File: src/rtl/change_dispenser_if.sv
// Bus between the change dispenser and its requester/hopper.
// Signal names match the original port list so existing connections carry over.
interface change_dispenser_if #(
  parameter int N = 4
);
  logic         start;
  logic [N-1:0] change_in;
  logic         borrow_in;
  logic         coin_ack;
  logic         coin_valid;
  logic [1:0]   coin_sel;
  logic         busy;
  logic         done;
  logic         err;
  logic [N-1:0] coins_out;

  modport master (
    output start, change_in, borrow_in, coin_ack,
    input  coin_valid, coin_sel, busy, done, err, coins_out
  );

  modport slave (
    input  start, change_in, borrow_in, coin_ack,
    output coin_valid, coin_sel, busy, done, err, coins_out
  );
endinterface

File: src/rtl/change_dispenser.sv
// Greedy coin dispenser (denominations 5/2/1): one coin per acked cycle,
// with done/err single-cycle pulses and a coin count for the last request.
module change_dispenser #(
  parameter int N = 4
) (
  input  logic                  clk,
  input  logic                  rst,
  change_dispenser_if.slave     bus
);

  typedef enum logic [1:0] {
    IDLE     = 2'd0,
    DISPENSE = 2'd1,
    DONE     = 2'd2,
    ERR      = 2'd3
  } state_t;

  state_t       state_q, state_d;
  logic [N-1:0] remaining_q, remaining_d;
  logic [N-1:0] coins_q, coins_d;
  logic [1:0]   sel;
  logic [N-1:0] coin_val;

  // Greedy pick from the current remainder; only meaningful in DISPENSE.
  always_comb begin
    if (remaining_q >= N'(5)) begin
      sel      = 2'b11;
      coin_val = N'(5);
    end else if (remaining_q >= N'(2)) begin
      sel      = 2'b10;
      coin_val = N'(2);
    end else begin
      sel      = 2'b01;
      coin_val = N'(1);
    end
  end

  always_ff @(posedge clk) begin
    if (rst) begin
      state_q     <= IDLE;
      remaining_q <= '0;
      coins_q     <= '0;
    end else begin
      state_q     <= state_d;
      remaining_q <= remaining_d;
      coins_q     <= coins_d;
    end
  end

  always_comb begin
    state_d     = state_q;
    remaining_d = remaining_q;
    coins_d     = coins_q;
    unique case (state_q)
      IDLE: begin
        if (bus.start) begin
          if (bus.borrow_in) begin
            state_d = ERR;
          end else if (bus.change_in == '0) begin
            coins_d = '0;
            state_d = DONE;
          end else begin
            remaining_d = bus.change_in;
            coins_d     = '0;
            state_d     = DISPENSE;
          end
        end
      end
      DISPENSE: begin
        if (bus.coin_ack) begin
          remaining_d = remaining_q - coin_val;
          coins_d     = coins_q + N'(1);
          if (remaining_d == '0) state_d = DONE;
        end
      end
      DONE:    state_d = IDLE;
      ERR:     state_d = IDLE;
      default: state_d = IDLE;
    endcase
  end

  assign bus.coin_valid = (state_q == DISPENSE);
  assign bus.coin_sel   = (state_q == DISPENSE) ? sel : 2'b00;
  assign bus.busy       = (state_q != IDLE);
  assign bus.done       = (state_q == DONE);
  assign bus.err        = (state_q == ERR);
  assign bus.coins_out  = coins_q;

endmodule

File: src/flat_wrapper.sv
// flat-port wrapper written by rule: the top's interface ports become plain ports
module change_dispenser_flat 
#(
  parameter int N = 4
)
  (clk, rst, bus_start, bus_change_in, bus_borrow_in, bus_coin_ack, bus_coin_valid, bus_coin_sel, bus_busy, bus_done, bus_err, bus_coins_out);
  change_dispenser_if #(.N(N)) bus_i ();
  input  logic clk;
  input  logic rst;
  input wire logic [$bits(bus_i.start)-1:0] bus_start;
  input wire logic [$bits(bus_i.change_in)-1:0] bus_change_in;
  input wire logic [$bits(bus_i.borrow_in)-1:0] bus_borrow_in;
  input wire logic [$bits(bus_i.coin_ack)-1:0] bus_coin_ack;
  output wire logic [$bits(bus_i.coin_valid)-1:0] bus_coin_valid;
  output wire logic [$bits(bus_i.coin_sel)-1:0] bus_coin_sel;
  output wire logic [$bits(bus_i.busy)-1:0] bus_busy;
  output wire logic [$bits(bus_i.done)-1:0] bus_done;
  output wire logic [$bits(bus_i.err)-1:0] bus_err;
  output wire logic [$bits(bus_i.coins_out)-1:0] bus_coins_out;
  assign bus_i.start = bus_start;
  assign bus_i.change_in = bus_change_in;
  assign bus_i.borrow_in = bus_borrow_in;
  assign bus_i.coin_ack = bus_coin_ack;
  assign bus_coin_valid = bus_i.coin_valid;
  assign bus_coin_sel = bus_i.coin_sel;
  assign bus_busy = bus_i.busy;
  assign bus_done = bus_i.done;
  assign bus_err = bus_i.err;
  assign bus_coins_out = bus_i.coins_out;
  change_dispenser #(.N(N)) u_core (.clk(clk), .rst(rst), .bus(bus_i));
endmodule
File: config.mk
export PLATFORM = sky130hd
export DESIGN_NAME = change_dispenser_flat
export DESIGN_NICKNAME = d
export VERILOG_FILES = /design/src/rtl/change_dispenser_if.sv /design/src/rtl/change_dispenser.sv /design/src/flat_wrapper.sv
export SDC_FILE = /design/constraint.sdc
export NUM_CORES = 1
export LEC_CHECK = 0
export ABC_AREA = 1
export CAP_MARGIN = 20
export CORE_UTILIZATION = 41
export CTS_CLUSTER_SIZE = 16
export DETAILED_ROUTE_END_ITERATION = 8
export PLACE_DENSITY = 0.72
export SYNTH_ARGS = -nofsm -noshare
export SYNTH_HDL_FRONTEND = slang
export SYNTH_SLANG_ARGS = --single-unit
File: constraint.sdc
create_clock -name clk -period 1.65 [get_ports clk]
set_input_delay 0.2475 -clock clk [delete_from_list [all_inputs] [get_ports clk]]
set_output_delay 0.2475 -clock clk [all_outputs]
set_load 0.05 [all_outputs]
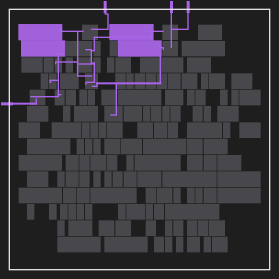
(images/io_fan.png)
(6 px per micron)
legend:
  bus_coins_out:
    color: purple
    bits: 4
    direction: output
    end_cells: 4
    buffers: 4
    wire: 107 microns
I/O pin count: 19
I/O Buffers: 18

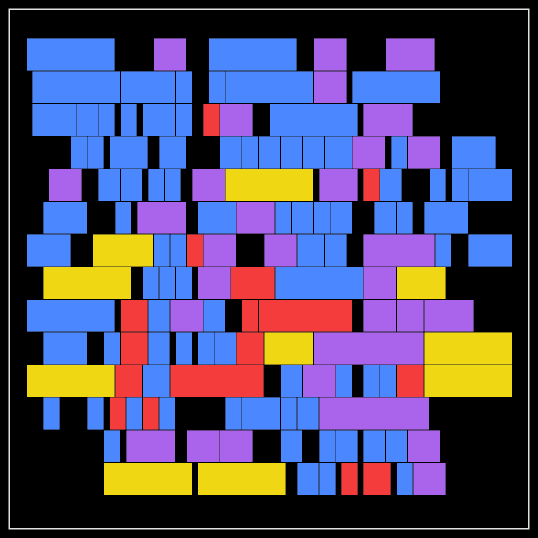
(images/sizes.png)
(12 px per micron)
legend:
  _6 and larger:
    color: yellow
    cells: 10
    share: 7.0%
  _3 and _4 cells:
    color: purple
    cells: 30
    share: 21%
  _0 and _1 cells:
    color: blue
    cells: 87
    share: 61%
  _2 cells:
    color: red
    cells: 16
    share: 11%

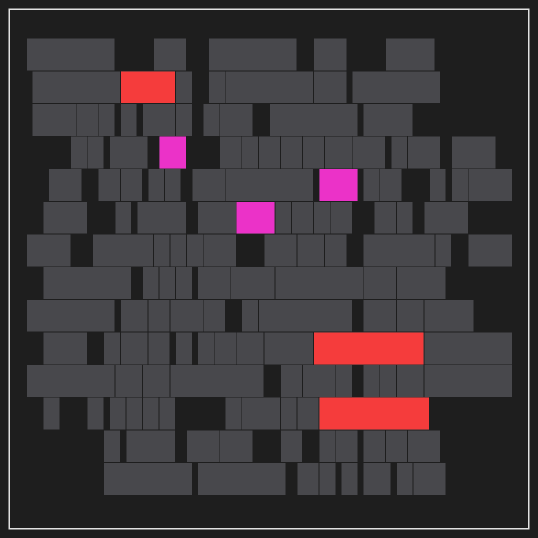
(images/logic_types.png)
(12 px per micron)
legend:
  AND and OR gates:
    color: magenta
    cells: 3
  adder and majority cells:
    color: red
    cells: 3

==> notes.md <==
yosys + openroad results -> outcome=complete, but fails checks, violated checks=negative setup slack, Unique cell types=23, Final ANT Viol Nets=0, clock sinks=10, CTS Buf Count=3, clk slew on worst S/H paths=0.07 ns, Pins Over Slew Limit=0, CTS tree=done, floorplan core density=0.450, number of logged tool warnings=29, Latency at later pin=0.26 ns, initial DRC count=10, DR vias=777, Hold Crit Class=flop to flop, TNS Setup=-0.0564 ns, core footprint=0.00154 sq mm, worst setup margin=-0.0564 ns, cell count in the Yosys report=107, antenna violations before repair=0, max_slew headroom=0.812, Pre-antenna DRT Iters=4, post-layout period usage of the worst path=1.03, biggest area cells=dfxtp_1 29%, nand2_1 9.7%, nor2_1 8.1%, gpl congestion=0.767, Hold-fix buffers, CTS=0, Hold Slack=0.502 ns, top-area cell type share of the netlist area=0.288, ys flops=10, Syn-to-layout area delta=69.2%, final setup violation count=1, RSZ-0062 raised after global routing=yes, Routed WL=1.79 mm, chip area in the Yosys report=694 sq um, Syn Nets=119, crit path kind=flop to primary output
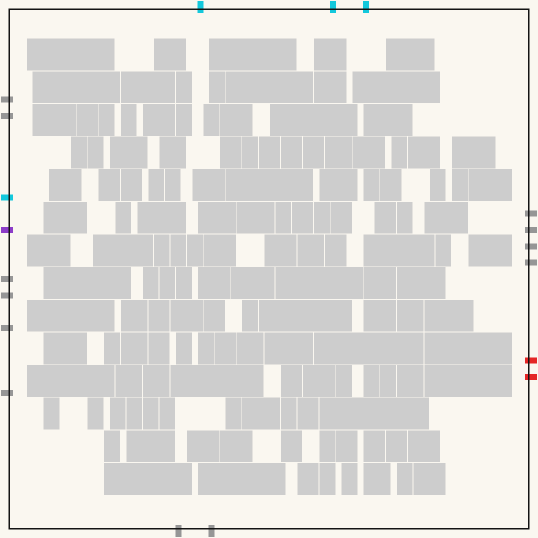
(images/io_placement.png)
(12 px per micron) Pins as bars across the die edge, other pins in gray.
legend:
  bus_coin_ack:
    color: purple
    pins: 1
    direction: input
    edge: west
  bus_coins_out:
    color: cyan
    pins: 4
    direction: output
    edge: 3 north, 1 west
  bus_coin_sel:
    color: red
    pins: 2
    direction: output
    edge: east
all pins by edge: 8 west, 6 east, 3 north, 2 south
Die Ht: 43.2 microns
Die Wd: 43.2 microns

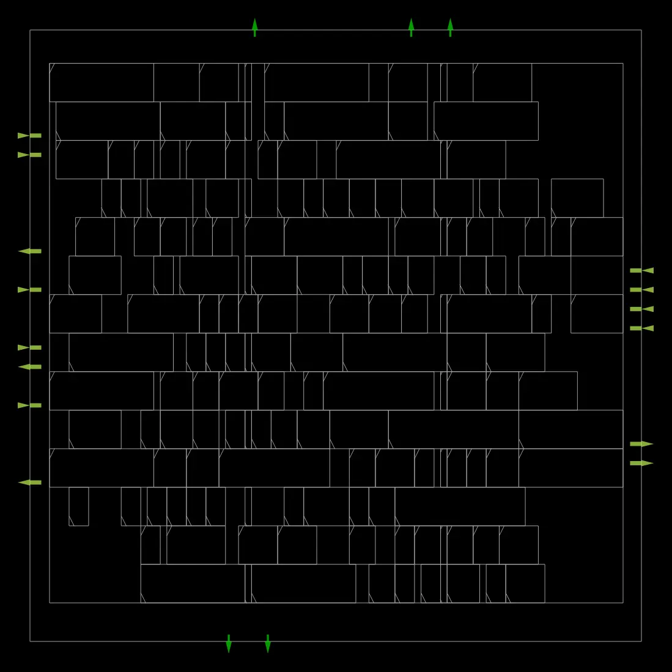
(images/placement.png)
Seq cells: 10
Row Count: 14
# Taps: 16

metrics by stage:
stage                     total power [W]  worst slack (ns)
after floorplan                   0.00147            -0.176
after global placement            0.00214           -0.0423
after detailed placement          0.00217            -0.110
after CTS                         0.00252          -0.00323
after global routing              0.00302           -0.0930
final                             0.00285           -0.0564
critical path, stage by stage, from the launching register on:
cell and delay, ns:
dfxtp_2 0.32, or2_4 0.28, o21ai_4 0.19, buf_6 0.12
inv_4 0.03, nor2_4 0.11, buf_12 0.14
report_power, final:
part	switching, W	internal, W	leakage [nW]
clock network	0.0000847	0.000134	0.0210
registers	0.0000844	0.000322	0.0826
logic	0.00121	0.00102	0.454
total	0.00137	0.00147	0.558
metal layers:
layer | GRT usage | vias to the layer above
met5 | 0 | -
met4 | 0.103 | 0
met3 | 0.0255 | 7
met2 | 0.322 | 25
met1 | 0.249 | 328
li1 | - | 417
layout make-up:
cell class | instances | area [sq um] | share of cell area
Clock buffer | 4 | 36.3 | 0.0309
Inverter | 20 | 77.6 | 0.0660
Multi-Input combinational cell | 77 | 495 | 0.422
Sequential cell | 10 | 203 | 0.173
Tap cell | 16 | 20.0 | 0.0170
Timing Repair Buffer | 32 | 343 | 0.292
final timing paths:
path / from / endpoint / slack, ns / depth (start not counted)
max: u_core.remaining_q[3]$_SDFFE_PP0P_ / bus_coin_sel[0] / -0.06 / 6
min: u_core.bus.coins_out[1]$_SDFFE_PP0P_ / u_core.bus.coins_out[1]$_SDFFE_PP0P_ / 0.50 / 2
max reg2reg: u_core.remaining_q[3]$_SDFFE_PP0P_ / u_core.state_q[1]$_SDFFE_PP0P_ / 0.01 / 8
min reg2reg: u_core.bus.coins_out[1]$_SDFFE_PP0P_ / u_core.bus.coins_out[1]$_SDFFE_PP0P_ / 0.50 / 2
cells by family after synthesis:
group / Yosys count / synth area share
xor+xnor: 3 / 0.0378
fa+ha+maj: 3 / 0.0541
flops: 10 / 0.288
compound gates: 22 / 0.168
simple gates: 49 / 0.344
buf+inv: 20 / 0.108
state kept, by name, summed over array words and instances (netlist names):
register and flops:
u_core.bus.coins_out 4, u_core.state_q 2, u_core.remaining_q 4
synth_stat cells:
cell type	n
nand2_1	18
nor2_1	15
inv_1	14
dfxtp_1	10
a21oi_1	9
inv_2	6
nand3_1	6
o21ai_0	5
o21ai_1	4
a31oi_1	3
ha_1	3
nor2_2	2
xor2_1	2
and3_1	1
nand2_2	1
nand2_4	1
nor2_4	1
nor2_8	1
nor3_1	1
o211ai_1	1
or2_1	1
or2_2	1
xnor2_1	1
timing repair:
item,CTS,global route
buffers inserted,1,3
endpoints found under the setup margin,5,6
pin swaps,6,11
gates resized,11,13
No activity file was given, so power comes from the tool's default toggle rates.
